**src/rtl/cext_fetch_aligner_pkg.sv**
```systemverilog
// cext_fetch_aligner_pkg: shared types and constants for the C-extension fetch aligner.
package cext_fetch_aligner_pkg;

    localparam int          CEXT_XLEN      = 32;
    localparam logic [31:0] CEXT_INSTR_NOP = 32'h0000_0013;

    typedef enum logic [1:0] {
        ST_RUN,
        ST_HI_REQ,
        ST_HI_WAIT,
        ST_HI_DONE
    } type_cext_align_state_e;

    typedef struct packed {
        logic [31:0]          instr;
        logic                 is_comp;
        logic [CEXT_XLEN-1:0] pc_aligned;
        logic                 stall;
        logic                 icache_req;
        logic                 icache_req_kill;
        logic                 icache_flush;
        logic                 addr_override;
    } type_cext2if_s;

    typedef struct packed {
        logic [31:0] instr_un;
        logic        ack;
    } type_if2cext_s;

    function automatic logic is_compressed(input logic [15:0] parcel);
        return parcel[1:0] != 2'b11;
    endfunction

endpackage

```
**src/rtl/cext_fetch_aligner_if.sv**
```systemverilog
// cext_fetch_aligner_if: fetch <-> aligner signal bundle; slave is the aligner side.
interface cext_fetch_aligner_if #(
    parameter int XLEN = 32
);
    logic [XLEN-1:0] pc;
    logic [31:0]     word;
    logic            icache_ack;
    logic            redirect;
    logic            pipe_stall;
    logic [31:0]     instr;
    logic            is_comp;
    logic [XLEN-1:0] pc_aligned;
    logic            stall;
    logic            icache_req;
    logic            addr_override;
    logic [XLEN-1:0] fetch_addr;
    logic            icache_req_kill;

    modport slave (
        input  pc, word, icache_ack, redirect, pipe_stall,
        output instr, is_comp, pc_aligned, stall, icache_req, addr_override, fetch_addr, icache_req_kill
    );

    modport master (
        output pc, word, icache_ack, redirect, pipe_stall,
        input  instr, is_comp, pc_aligned, stall, icache_req, addr_override, fetch_addr, icache_req_kill
    );
endinterface

```
**src/rtl/cext_fetch_aligner_parcel_sel.sv**
```systemverilog
// cext_parcel_sel: picks the 16-bit parcel at the PC and classifies it.
module cext_parcel_sel
    import cext_fetch_aligner_pkg::*;
(
    input  logic [31:0] i_word,
    input  logic [1:0]  i_pc_lo,
    output logic [15:0] o_parcel,
    output logic        o_comp_raw,
    output logic        o_is_comp
);
    assign o_parcel   = i_pc_lo[1] ? i_word[31:16] : i_word[15:0];
    assign o_comp_raw = is_compressed(o_parcel);
    // a misaligned PC is never reported as compressed; fetch raises the fault
    assign o_is_comp  = o_comp_raw && !i_pc_lo[0];
endmodule

```
**src/rtl/cext_fetch_aligner.sv**
```systemverilog
// cext_fetch_aligner: aligns 16/32-bit parcels out of fetched words and
// sequences a second icache access for 32-bit instructions that straddle a word.
module cext_fetch_aligner
    import cext_fetch_aligner_pkg::*;
#(
    parameter int          XLEN      = CEXT_XLEN,
    parameter logic [31:0] INSTR_NOP = CEXT_INSTR_NOP
)(
    input logic                clk,
    input logic                rst_n,
    cext_fetch_aligner_if.slave fetch_if
);
    type_cext_align_state_e r_state, w_state_nxt;
    logic [15:0]     r_hold_lo, r_hold_hi;
    logic [XLEN-1:0] r_hold_pc;
    logic [15:0]     w_parcel;
    logic            w_comp_raw, w_is_comp_p;
    logic            w_straddle, w_run_mode;
    logic [XLEN-3:0] w_word_idx;
    logic [31:0]     w_instr;
    logic [XLEN-1:0] w_pc_aligned;
    logic            w_is_comp, w_stall, w_req, w_override, w_latch_lo, w_latch_hi;

    cext_parcel_sel u_parcel_sel (
        .i_word     (fetch_if.word),
        .i_pc_lo    (fetch_if.pc[1:0]),
        .o_parcel   (w_parcel),
        .o_comp_raw (w_comp_raw),
        .o_is_comp  (w_is_comp_p)
    );

    assign w_straddle = fetch_if.icache_ack && fetch_if.pc[1] && !w_comp_raw;
    // a redirect makes every state behave as RUN for this cycle
    assign w_run_mode = fetch_if.redirect || (r_state == ST_RUN);
    assign w_word_idx = r_hold_pc[XLEN-1:2] + {{(XLEN-3){1'b0}}, 1'b1};

    always_comb begin
        w_state_nxt  = r_state;
        w_instr      = INSTR_NOP;
        w_is_comp    = 1'b0;
        w_pc_aligned = r_hold_pc;
        w_stall      = 1'b0;
        w_req        = 1'b0;
        w_override   = 1'b0;
        w_latch_lo   = 1'b0;
        w_latch_hi   = 1'b0;
        if (w_run_mode) begin
            w_pc_aligned = fetch_if.pc;
            w_stall      = w_straddle;
            w_latch_lo   = w_straddle;
            w_instr      = (fetch_if.icache_ack && !w_straddle)
                         ? (w_comp_raw ? {16'h0000, w_parcel} : fetch_if.word) : INSTR_NOP;
            w_is_comp    = fetch_if.icache_ack && w_is_comp_p;
            w_state_nxt  = (w_straddle && !fetch_if.redirect && !fetch_if.pipe_stall) ? ST_HI_REQ : ST_RUN;
        end else if (r_state == ST_HI_REQ) begin
            w_req        = 1'b1;
            w_override   = 1'b1;
            w_stall      = 1'b1;
            w_state_nxt  = ST_HI_WAIT;
        end else if (r_state == ST_HI_WAIT) begin
            w_override   = 1'b1;
            w_instr      = fetch_if.icache_ack ? {fetch_if.word[15:0], r_hold_lo} : INSTR_NOP;
            w_stall      = !fetch_if.icache_ack || fetch_if.pipe_stall;
            w_latch_hi   = fetch_if.icache_ack && fetch_if.pipe_stall;
            w_state_nxt  = !fetch_if.icache_ack ? ST_HI_WAIT : (fetch_if.pipe_stall ? ST_HI_DONE : ST_RUN);
        end else begin
            w_instr      = {r_hold_hi, r_hold_lo};
            w_stall      = fetch_if.pipe_stall;
            w_state_nxt  = fetch_if.pipe_stall ? ST_HI_DONE : ST_RUN;
        end
    end

    always_ff @(posedge clk or negedge rst_n) begin
        if (!rst_n) begin
            r_state   <= ST_RUN;
            r_hold_lo <= '0;
            r_hold_hi <= '0;
            r_hold_pc <= '0;
        end else begin
            r_state   <= w_state_nxt;
            r_hold_lo <= w_latch_lo ? fetch_if.word[31:16] : r_hold_lo;
            r_hold_pc <= w_latch_lo ? fetch_if.pc : r_hold_pc;
            r_hold_hi <= w_latch_hi ? fetch_if.word[15:0] : r_hold_hi;
        end
    end

    assign fetch_if.instr           = w_instr;
    assign fetch_if.is_comp         = w_is_comp;
    assign fetch_if.pc_aligned      = w_pc_aligned;
    assign fetch_if.stall           = w_stall;
    assign fetch_if.icache_req      = w_req;
    assign fetch_if.addr_override   = w_override;
    assign fetch_if.fetch_addr      = {w_word_idx, 2'b00};
    assign fetch_if.icache_req_kill = fetch_if.redirect && (r_state == ST_HI_REQ || r_state == ST_HI_WAIT);
endmodule

```
**src/flat_wrapper.sv**
```systemverilog
// flat-port wrapper written by rule: the top's interface ports become plain ports
module cext_fetch_aligner_flat import cext_fetch_aligner_pkg::*;
#(
    parameter int          XLEN      = CEXT_XLEN,
    parameter logic [31:0] INSTR_NOP = CEXT_INSTR_NOP
)
  (clk, rst_n, fetch_if_pc, fetch_if_word, fetch_if_icache_ack, fetch_if_redirect, fetch_if_pipe_stall, fetch_if_instr, fetch_if_is_comp, fetch_if_pc_aligned, fetch_if_stall, fetch_if_icache_req, fetch_if_addr_override, fetch_if_fetch_addr, fetch_if_icache_req_kill);
  cext_fetch_aligner_if #(.XLEN(XLEN)) fetch_if_i ();
  input logic clk;
  input logic rst_n;
  input wire logic [$bits(fetch_if_i.pc)-1:0] fetch_if_pc;
  input wire logic [$bits(fetch_if_i.word)-1:0] fetch_if_word;
  input wire logic [$bits(fetch_if_i.icache_ack)-1:0] fetch_if_icache_ack;
  input wire logic [$bits(fetch_if_i.redirect)-1:0] fetch_if_redirect;
  input wire logic [$bits(fetch_if_i.pipe_stall)-1:0] fetch_if_pipe_stall;
  output wire logic [$bits(fetch_if_i.instr)-1:0] fetch_if_instr;
  output wire logic [$bits(fetch_if_i.is_comp)-1:0] fetch_if_is_comp;
  output wire logic [$bits(fetch_if_i.pc_aligned)-1:0] fetch_if_pc_aligned;
  output wire logic [$bits(fetch_if_i.stall)-1:0] fetch_if_stall;
  output wire logic [$bits(fetch_if_i.icache_req)-1:0] fetch_if_icache_req;
  output wire logic [$bits(fetch_if_i.addr_override)-1:0] fetch_if_addr_override;
  output wire logic [$bits(fetch_if_i.fetch_addr)-1:0] fetch_if_fetch_addr;
  output wire logic [$bits(fetch_if_i.icache_req_kill)-1:0] fetch_if_icache_req_kill;
  assign fetch_if_i.pc = fetch_if_pc;
  assign fetch_if_i.word = fetch_if_word;
  assign fetch_if_i.icache_ack = fetch_if_icache_ack;
  assign fetch_if_i.redirect = fetch_if_redirect;
  assign fetch_if_i.pipe_stall = fetch_if_pipe_stall;
  assign fetch_if_instr = fetch_if_i.instr;
  assign fetch_if_is_comp = fetch_if_i.is_comp;
  assign fetch_if_pc_aligned = fetch_if_i.pc_aligned;
  assign fetch_if_stall = fetch_if_i.stall;
  assign fetch_if_icache_req = fetch_if_i.icache_req;
  assign fetch_if_addr_override = fetch_if_i.addr_override;
  assign fetch_if_fetch_addr = fetch_if_i.fetch_addr;
  assign fetch_if_icache_req_kill = fetch_if_i.icache_req_kill;
  cext_fetch_aligner #(.XLEN(XLEN), .INSTR_NOP(INSTR_NOP)) u_core (.clk(clk), .rst_n(rst_n), .fetch_if(fetch_if_i));
endmodule
```
**config.mk**
```make
export PLATFORM = sky130hd
export DESIGN_NAME = cext_fetch_aligner_flat
export DESIGN_NICKNAME = d
export VERILOG_FILES = /design/src/rtl/cext_fetch_aligner_pkg.sv /design/src/rtl/cext_fetch_aligner_if.sv /design/src/rtl/cext_fetch_aligner_parcel_sel.sv /design/src/rtl/cext_fetch_aligner.sv /design/src/flat_wrapper.sv
export SDC_FILE = /design/constraint.sdc
export NUM_CORES = 1
export LEC_CHECK = 0
export CAP_MARGIN = 20
export CORE_ASPECT_RATIO = 0.75
export CORE_MARGIN = 3
export CORE_UTILIZATION = 40
export DETAILED_ROUTE_END_ITERATION = 8
export PLACE_DENSITY = 0.81
export SLEW_MARGIN = 15
export SYNTH_ARGS = -nofsm -noshare
export SYNTH_HDL_FRONTEND = slang
export SYNTH_SLANG_ARGS = --single-unit
```
**constraint.sdc**
```tcl
create_clock -name clk -period 5.4 [get_ports clk]
set_clock_uncertainty 0.15 [all_clocks]
set_input_delay 1.35 -clock clk [delete_from_list [all_inputs] [get_ports clk]]
set_output_delay 1.35 -clock clk [all_outputs]
set_load 0.02 [all_outputs]
```
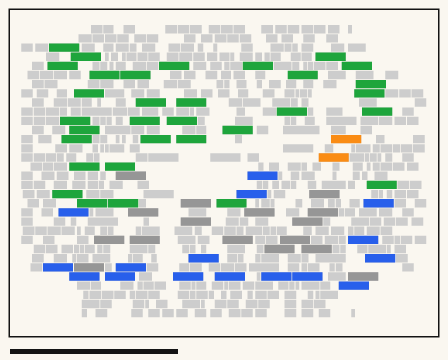
Run 1: where the registers sit
Bar = 50 um. Other sequential cells in the stronger gray, the rest of the logic in the fainter gray.
orange -> u_core.r_state  # sequential cells 2
green -> u_core.r_hold_pc  # sequential cells 32
blue -> u_core.r_hold_lo  # sequential cells 16
utilization after layout: 61.4%
Flop area: 1650 um2

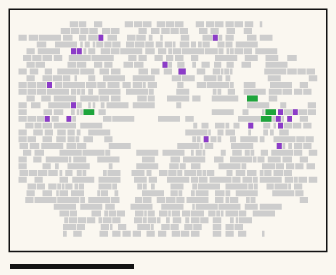
Run 1: selected gate families
Bar = 50 um.
purple -> and/or cells  # cells 18, most used and3_1
green -> fa/ha/maj cells  # cells 4, most used ha_1
Comb area share: 39.8%
non-filler cells in the finished layout: 697
dominant logic cell type in the layout: clkdlybuf4s50_1

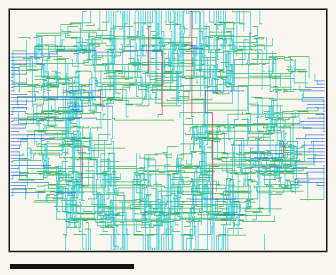
Run 1: metal layers overlaid
Bar = 50 um.
blue -> M3  # wire length 775 um
green -> M1  # wire length 5660 um
cyan -> M2  # wire length 6100 um
red -> M4  # wire length 158 um
gr usage total: 20.6%
via count: 3684
routed len/inst: 18.2 um
Detailed Route WL: 12.7 mm

==> flow_summary_export.csv, run 1 <==
group,metric,value,unit
status,status,"complete, no violations",
sta,fin_crit_sh,93.9,%
clocking,numCtsBuffers,9,
critical_path,crit_fanout,11,
route,drtAntennaViolNets,0,
critical_path,worst_r2r_path_depth,7,
critical_path,critPathSlowestCell,"clkdlybuf4s50_1",
logic_synthesis,yosys.area_share.adder,1.14,%
clocking,clock_path_buffers,2,
floorplan,dieWidth,127,um
critical_path,max_stage_delay,0.65,ns
route,routed-wl-met2,6.10,mm
flow_run,warnings,28,
pwr,seqPwrFrac,36.2,%
floorplan,placementRows,32,
logic_synthesis,simple_gate_share,14.0,%
pwr,internal-power,1.29,mW
sta,maxSlewViolCount,0,
global_routing,antenna_found_initial,0,
sta,tightest_slew,0.743,ns
logic_synthesis,top_logic_kind,"multiplexers",
critical_path,crit_end,"fetch_if_instr[13]",
critical_path,critical_path_class,"primary input to primary output",
pwr,seq-power,676,uW
pwr,p_leak,2.64,nW
place,dp_hpwl,9.23,mm
final_layout,nFillCells,869,
critical_path,path_common_cell,"clkdlybuf4s50_1",
pwr,switchingPower,572,uW
critical_path,worstSetupStartpointType,"primary input",
floorplan,coreArea,10500,um2
final_layout,nNetsFinal,630,
sta,fmaxAchievable,197,MHz
pwr,peakVddDrop,0.175,mV
global_routing,grt_pass1_vias,4010,
final_layout,flop-count,66,
critical_path,path_cells,"clkdlybuf4s50_1, a21boi_2, buf_4, mux2i_1, o21ai_0, clkdlybuf4s50_1",
place,io_buffers,167,
logic_synthesis,netlist_top_cells_area,"dfrtp_1 38%, mux2_2 17%, mux2_4 9.2%, xnor2_1 4.0%, mux2i_1 3.2%",
sta,final.setup.worst_slack,0.331,ns
global_routing,grt_max_degree,48,
logic_synthesis,synth-async-reset-ratio,100,%
clocking,cts_resized,0,
final_layout,logic_gate_count,300,
logic_synthesis,yosys.area_share.aoi,7.99,%
logic_synthesis,ys_sh_mux,29.3,%
place,dpl_worst_slack,0.348,ns
logic_synthesis,common_cells,"66 x dfrtp_1, 66 x mux2_2, 27 x mux2_4",
critical_path,r2r-end,"u_core.r_hold_hi[4]$_DFFE_PN0P_",
final_layout,final_cell_mix,"166 x clkdlybuf4s50_1, 66 x mux2_2, 66 x dfrtp_1",
logic_synthesis,ys_area,4400,um2
critical_path,rrSetupSlack,2.77,ns
min_path,min_from,"u_core.r_hold_lo[1]$_DFFE_PN0P_",
route,remaining_drc_errors,0,
flow_run,maxCapViolations,0,
clocking,clk_latency,0.32,ns
sta,rsz0062_at_grt,"false",
final_layout,clkbuf_count,13,
min_path,hp-class,"flop to flop",
critical_path,cp.arrival,3.57,ns
logic_synthesis,flop_cell,"dfrtp_1",
clocking,cts_max_level,3,
global_routing,grt_pass1_wl,20.7,mm
floorplan,io_pins,170,
global_routing,met1_usage,26.8,%
global_routing,use_met3,5.85,%
clocking,cts_hold_buf,0,
final_layout,layout.area.comb,2560,um2
logic_synthesis,synth_area_per_cell,11.1,um2
sta,finalCriticalPeriod,5.07,ns
logic_synthesis,postSynthSeqShare,37.5,%
min_path,holdPathStages,2,
floorplan,initial_core_util,41.9,%
critical_path,required,3.90,ns
final_layout,antennaDiodeCount,0,
critical_path,crit_path_end_kind,"primary output",
clocking,root_buffer,"clkbuf_16",
route,wl_met1,5.66,mm
place,routabilityCongestion,0.801,
final_layout,clkCellAreaFrac,4.74,%
route,maxUsedRoutingLayer,"met4",
route,drt_pass1_iterations,4,
clocking,post-cts-setup-buffers,0,
clocking,cts_tree,"done",
final_layout,nNonClkInverters,5,
sta,hold_viol,0,
logic_synthesis,yosys_cells,395,
floorplan,taps,136,
final_layout,layout-drive-gt1-share,22.5,%
pwr,power.density,290,nW/um2
critical_path,path_buffers,3,
logic_synthesis,xor_share,5.57,%
pwr,combPwrFrac,31.7,%
pwr,swShare,30.7,%
pwr,pwr-share-clk,32.1,%
critical_path,cp_top_family,"buffers and inverters",
route,drt-initial-drc-count,166,
pwr,top_power_group,"sequential cells",
route,post_drt_via_cell_ratio,5.29,
sta,slew_headroom,50.4,%
run 1: stage by stage:
step / area [um2] / cells / util (%) / hold WS [ns]
2_1_floorplan: 4400 / 396 / - / 0.277
3_3_place_gp: 6130 / 682 / 58.4 / 0.291
3_5_place_dp: 6130 / 682 / 58.4 / 0.301
4_1_cts: 6440 / 697 / 61.4 / 0.314
5_1_grt: 6440 / 697 / 61.4 / 0.340
6_report: 6440 / 697 / 61.4 / 0.318
run 1: state kept, by name, indices dropped and copies added (netlist names):
| signal | count |
|---|---|
| u_core.r_hold_hi | 16 |
| u_core.r_hold_lo | 16 |
| u_core.r_hold_pc | 32 |
| u_core.r_state | 2 |
Run 1, layout detail:
Bar = 5 um. Window x 54 to 74, y 58 to 78 um. Cells in gray, sequential cells in the stronger gray; small squares are vias.
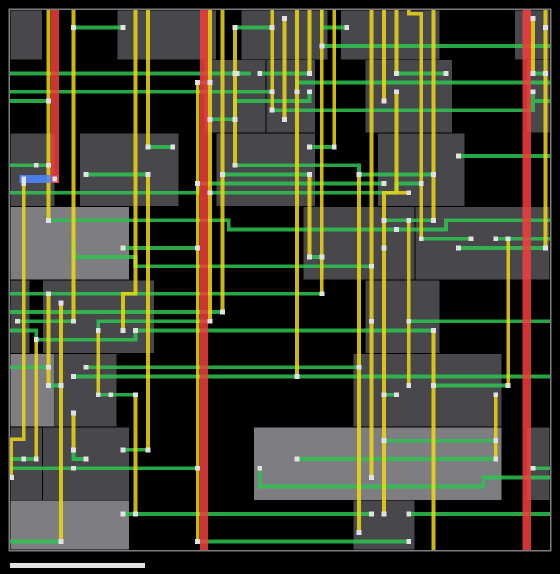

==> run 2: changes to the inputs <==
- CORE_MARGIN: 3 -> 8
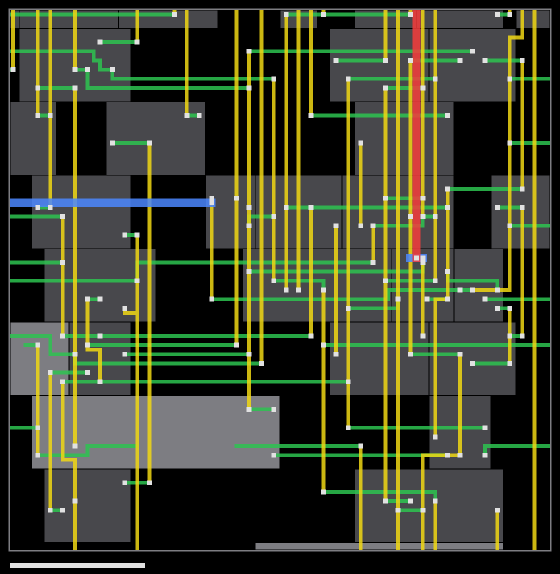
Run 2: layout detail
Bar = 5 um. Window x 59 to 79, y 65 to 85 um. Cells in gray, sequential cells in the stronger gray; small squares are vias.
red -> M4
yellow -> M2
blue -> M3
green -> M1
netlist names of flops here include = u_core.r_hold_pc (1)
most frequent = clkdlybuf4s50_1 (6), xnor2_1 (3), mux2_2 (3)
sequential cells in the window = 1
cells with their middle in the window = 21

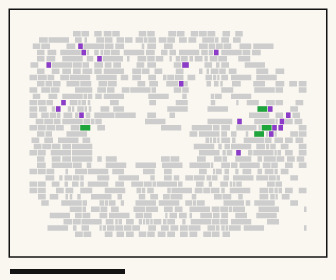
Run 2: selected gate families
Bar = 50 um.
purple -> and/or cells  # cells 18, most used and3_1
green -> fa/ha/maj cells  # cells 4, most used ha_1
non-filler cells in the finished layout: 703
Comb area share: 39.7%

==> run 2 against run 1 <==
  * Design area rose by 0.39%
  * Utilization fell by 1.6 points
  * Clock power rose by 2%
==> flow_summary_export.csv, run 2 <==
group,metric,value,unit
min_path,hp-class,"flop to flop",
critical_path,crit_fanout,11,
sta,finalCriticalPeriod,5.11,ns
final_layout,antennaDiodeCount,0,
floorplan,io_pins,170,
pwr,peakVddDrop,0.182,mV
sta,tightest_slew,0.764,ns
place,io_buffers,167,
floorplan,coreArea,10800,um2
logic_synthesis,synth-async-reset-ratio,100,%
sta,maxSlewViolCount,0,
route,drt-initial-drc-count,126,
final_layout,logic_gate_count,300,
pwr,seqPwrFrac,36.0,%
clocking,numCtsBuffers,9,
critical_path,required,3.90,ns
sta,fmaxAchievable,196,MHz
sta,hold_viol,0,
final_layout,nNonClkInverters,5,
critical_path,path_cells,"clkdlybuf4s50_1, a21boi_2, buf_4, mux2i_1, o21ai_0, clkdlybuf4s50_1",
route,wl_per_cell,19.2,um
route,wirelength,13.5,mm
pwr,combPwrFrac,31.6,%
route,remaining_drc_errors,0,
logic_synthesis,ys_area,4400,um2
logic_synthesis,ys_sh_mux,29.3,%
critical_path,path_common_cell,"clkdlybuf4s50_1",
floorplan,dieWidth,137,um
final_layout,nFillCells,927,
critical_path,path_buffers,3,
pwr,switchingPower,575,uW
final_layout,regArea,1650,um2
logic_synthesis,xor_share,5.57,%
final_layout,top_register,"u_core.r_hold_pc",
critical_path,critPathSlowestCell,"clkdlybuf4s50_1",
clocking,cts_resized,0,
critical_path,crit_end,"fetch_if_instr[6]",
floorplan,taps,140,
pwr,p_leak,2.65,nW
clocking,cts_hold_buf,0,
critical_path,critical_path_class,"primary input to primary output",
logic_synthesis,top_logic_kind,"multiplexers",
final_layout,flop-count,66,
clocking,cts_max_level,3,
clocking,clock_path_buffers,2,
clocking,root_buffer,"clkbuf_16",
logic_synthesis,netlist_top_cells_area,"dfrtp_1 38%, mux2_2 17%, mux2_4 9.2%, xnor2_1 4.0%, mux2i_1 3.2%",
route,post_drt_via_cell_ratio,5.37,
flow_run,warnings,28,
logic_synthesis,flop_cell,"dfrtp_1",
critical_path,cp_top_family,"buffers and inverters",
global_routing,grt_max_degree,48,
critical_path,rrSetupSlack,2.82,ns
route,routed-wl-met2,6.58,mm
floorplan,initial_core_util,40.7,%
logic_synthesis,yosys_cells,395,
sta,rsz0062_at_grt,"false",
global_routing,grt_pass1_wl,22.2,mm
sta,fin_crit_sh,94.6,%
critical_path,r2r-end,"u_core.r_hold_hi[1]$_DFFE_PN0P_",
global_routing,grt_pass1_vias,4167,
logic_synthesis,yosys.area_share.aoi,7.99,%
flow_run,maxCapViolations,0,
logic_synthesis,simple_gate_share,14.0,%
status,status,"complete, no violations",
min_path,holdPathStages,2,
pwr,swShare,30.5,%
clocking,clk_latency,0.32,ns
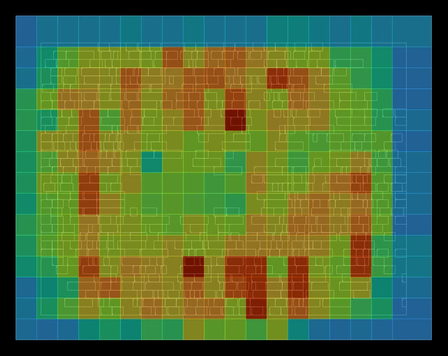
Run 2: routing congestion map
met1 Usage GRT: 23.1%
met2 Resource Use GR: 30.8%
GR Util met3: 6.07%

[run 2: cell counts after synthesis]
No cell type changed its count.
[run 2: metrics by stage]
stage	hold slack (ns)	setup WS, ns	instances	util [%]
2_1_floorplan	0.277	1.41	396	-
3_3_place_gp	0.297	0.409	687	56.8
3_5_place_dp	0.309	0.306	687	56.8
4_1_cts	0.322	0.294	703	59.7
5_1_grt	0.345	0.202	703	59.7
6_report	0.320	0.294	703	59.7
[run 2: power groups by stage]
stage	sequential [mW]	clock [mW]	combinational [mW]
3_3_place_gp	0.677	0	0.588
2_1_floorplan	0.646	0	0.335
6_report	0.679	0.610	0.596
5_1_grt	0.694	0.645	0.635
4_1_cts	0.677	0.626	0.602
3_5_place_dp	0.685	0	0.598
Run 2, where the registers sit:
Bar = 50 um. Other sequential cells in the stronger gray, the rest of the logic in the fainter gray.
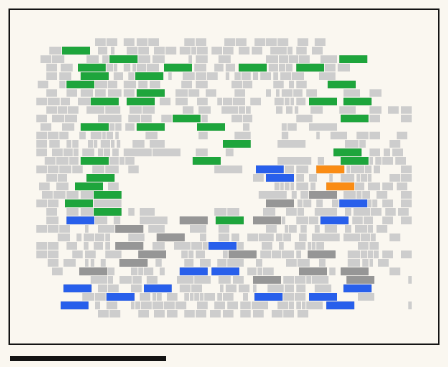

==> run 3: changes to the inputs <==
- CTS_CLUSTER_DIAMETER: default -> 60
- clock period: 5.4 -> 6.4 ns (I/O delays scaled with it)
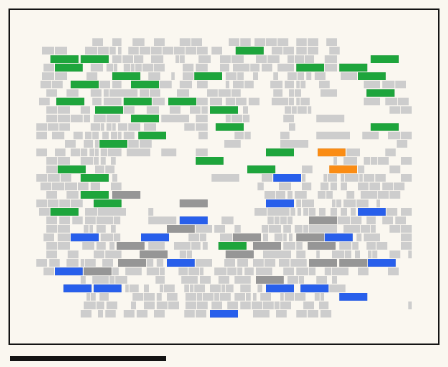
Run 3: where the registers sit
Bar = 50 um. Other sequential cells in the stronger gray, the rest of the logic in the fainter gray.
green -> u_core.r_hold_pc  # sequential cells 32
orange -> u_core.r_state  # sequential cells 2
blue -> u_core.r_hold_lo  # sequential cells 16
not colored = 16
sequential power: 573 uW
Seq area share: 25.7%
utilization after layout: 59.3%

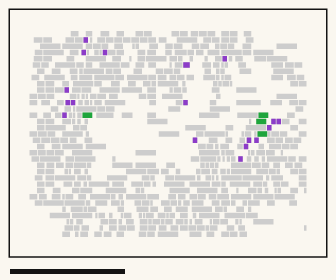
Run 3: selected gate families
Bar = 50 um.
purple -> and/or cells  # cells 18, most used and3_1
green -> fa/ha/maj cells  # cells 4, most used ha_1, where east
non-filler cells in the finished layout: 700
Comb area share: 39.9%

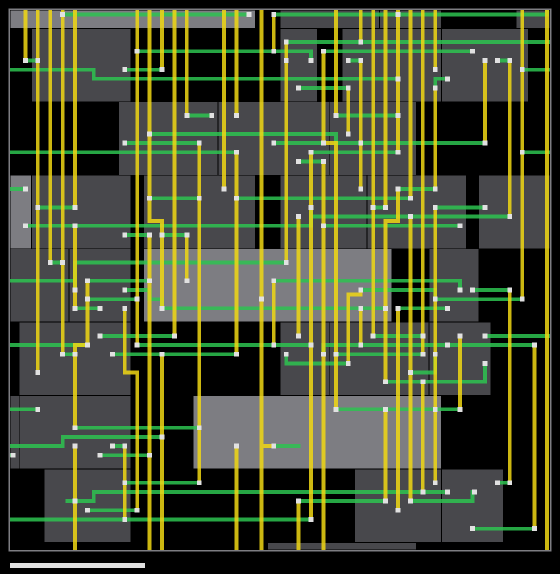
Run 3: layout detail
Bar = 5 um. Window x 59 to 79, y 65 to 85 um. Cells in gray, sequential cells in the stronger gray; small squares are vias.
green -> M1
yellow -> M2
cells with their middle in the window = 25
most frequent = clkdlybuf4s50_1 (8), xnor2_1 (4), mux2_2 (4)
sequential cells in the window = 2
netlist names of flops here include = u_core.r_hold_pc (2)

==> run 3 against run 2 <==
  * Design area down 0.68%
  * Setup slack better by 0.41 ns
  * First-iteration DRC count up 53%
  * Register-to-register slack better by 0.63 ns
  * Critical endpoint is now fetch_if_instr[10]
  * Largest cell class unchanged
==> flow_summary_export.csv, run 3 <==
group,metric,value,unit
sta,final.setup.worst_slack,0.705,ns
final_layout,nFillCells,903,
logic_synthesis,synth_area_per_cell,11.1,um2
clocking,clock_path_buffers,2,
place,dp_hpwl,10.2,mm
logic_synthesis,top_logic_kind,"multiplexers",
logic_synthesis,netlist_top_cells_area,"dfrtp_1 38%, mux2_2 17%, mux2_4 9.2%, xnor2_1 4.0%, mux2i_1 3.2%",
place,routabilityCongestion,0.808,
global_routing,grt_max_degree,67,
final_layout,reg_top3,"u_core.r_hold_pc x32, u_core.r_hold_hi x16, u_core.r_hold_lo x16",
final_layout,regArea,1650,um2
clocking,cts_max_level,3,
route,post_drt_via_cell_ratio,5.37,
global_routing,grtUsageTotal,19.0,%
clocking,post-cts-setup-buffers,0,
logic_synthesis,flop_cell,"dfrtp_1",
sta,hold_slack,0.319,ns
critical_path,cp.arrival,3.95,ns
place,dpl_worst_slack,0.744,ns
status,status,"complete, no violations",
floorplan,initial_core_util,40.7,%
critical_path,crit_path_end_kind,"primary output",
route,routed-wl-met2,6.81,mm
sta,fin_crit_sh,89.0,%
route,drt_pass1_iterations,4,
place,postPlaceCellArea,6120,um2
pwr,pg_comb,504,uW
logic_synthesis,yosys.area_share.aoi,7.99,%
clocking,cts_hold_buf,0,
logic_synthesis,simple_gate_share,14.0,%
final_layout,top_register,"u_core.r_hold_pc",
logic_synthesis,common_cells,"66 x dfrtp_1, 66 x mux2_2, 27 x mux2_4",
clocking,cts_resized,0,
floorplan,dieWidth,137,um
final_layout,layout-drive-gt1-share,22.3,%
critical_path,required,4.65,ns
sta,maxSlewViolCount,0,
place,io_buffers,167,
pwr,top_power_group,"sequential cells",
global_routing,grt_pass1_wl,22.2,mm
floorplan,placementRows,33,
flow_run,maxCapViolations,0,
pwr,swShare,31.7,%
logic_synthesis,ys_sh_mux,29.3,%
final_layout,final_cell_mix,"166 x clkdlybuf4s50_1, 66 x mux2_2, 66 x dfrtp_1",
clocking,clk_latency,0.32,ns
logic_synthesis,ys_area,4400,um2
clocking,cts_tree,"done",
sta,finalCriticalPeriod,5.70,ns
route,wl_met1,5.71,mm
pwr,pwr-share-clk,31.3,%
sta,hold_viol,0,
route,wirelength,13.9,mm
clocking,numCtsBuffers,9,
global_routing,use_met3,6.50,%
logic_synthesis,xor_share,5.57,%
pwr,p_leak,2.63,nW
min_path,hp-class,"flop to flop",
critical_path,critical_path_class,"primary input to primary output",
route,drt-initial-drc-count,193,
sta,slew_headroom,40.5,%
pwr,switchingPower,498,uW
sta,fmaxAchievable,176,MHz
logic_synthesis,yosys_cells,395,
pwr,power.density,244,nW/um2
floorplan,coreArea,10800,um2
sta,tightest_slew,0.893,ns
pwr,internal-power,1.07,mW
pwr,seqPwrFrac,36.6,%
sta,setup_tns,0,ns
route,drtAntennaViolNets,0,
global_routing,met1_usage,22.9,%
critical_path,worst_r2r_path_depth,6,
pwr,combPwrFrac,32.1,%
pwr,peakVddDrop,0.159,mV
logic_synthesis,postSynthSeqShare,37.5,%
critical_path,rrSetupSlack,3.45,ns
route,remaining_drc_errors,0,
route,wl_per_cell,19.9,um
clocking,clk_pin_slew_worst_paths,0.05,ns
flow_run,warnings,28,
critical_path,worstSetupStartpointType,"primary input",
critical_path,crit_end,"fetch_if_instr[10]",
min_path,holdPathStages,1,
critical_path,r2r-end,"u_core.r_hold_hi[5]$_DFFE_PN0P_",
final_layout,stdcell_area,6420,um2
global_routing,grt_pass1_vias,4142,
final_layout,nNetsFinal,628,
critical_path,crit_fanout,15,
route,maxUsedRoutingLayer,"met4",
logic_synthesis,yosys.area_share.adder,1.14,%
floorplan,io_pins,170,
==> run 3: netlist changes by cell type in the layout (fill, tap and decap cells not counted) <==
| cell | previous run | this run |
|---|---|---|
| buf_4 | 9 | 6 |
| clkbuf_8 | 4 | 1 |
| clkinv_2 | 0 | 3 |
| clkbuf_1 | 2 | 1 |
| clkinv_4 | 0 | 1 |
==> run 3: worst max-delay path, cell delays in order <==
cell and delay [ns]:
clkdlybuf4s50_1 0.54, or2_1 0.26, nand3_1 0.50, o21ai_0 0.37
clkdlybuf4s50_1 0.67
==> run 3: cell type report <==
class | count | share of cell area (%)
Tap cell | 140 | 2.73
Clock buffer | 11 | 3.78
Timing Repair Buffer | 173 | 26.7
Multi-Input combinational cell | 300 | 39.9
Inverter | 5 | 0.292
Sequential cell | 66 | 25.7
Clock inverter | 5 | 0.838
No activity file was given, so power comes from the tool's default toggle rates.
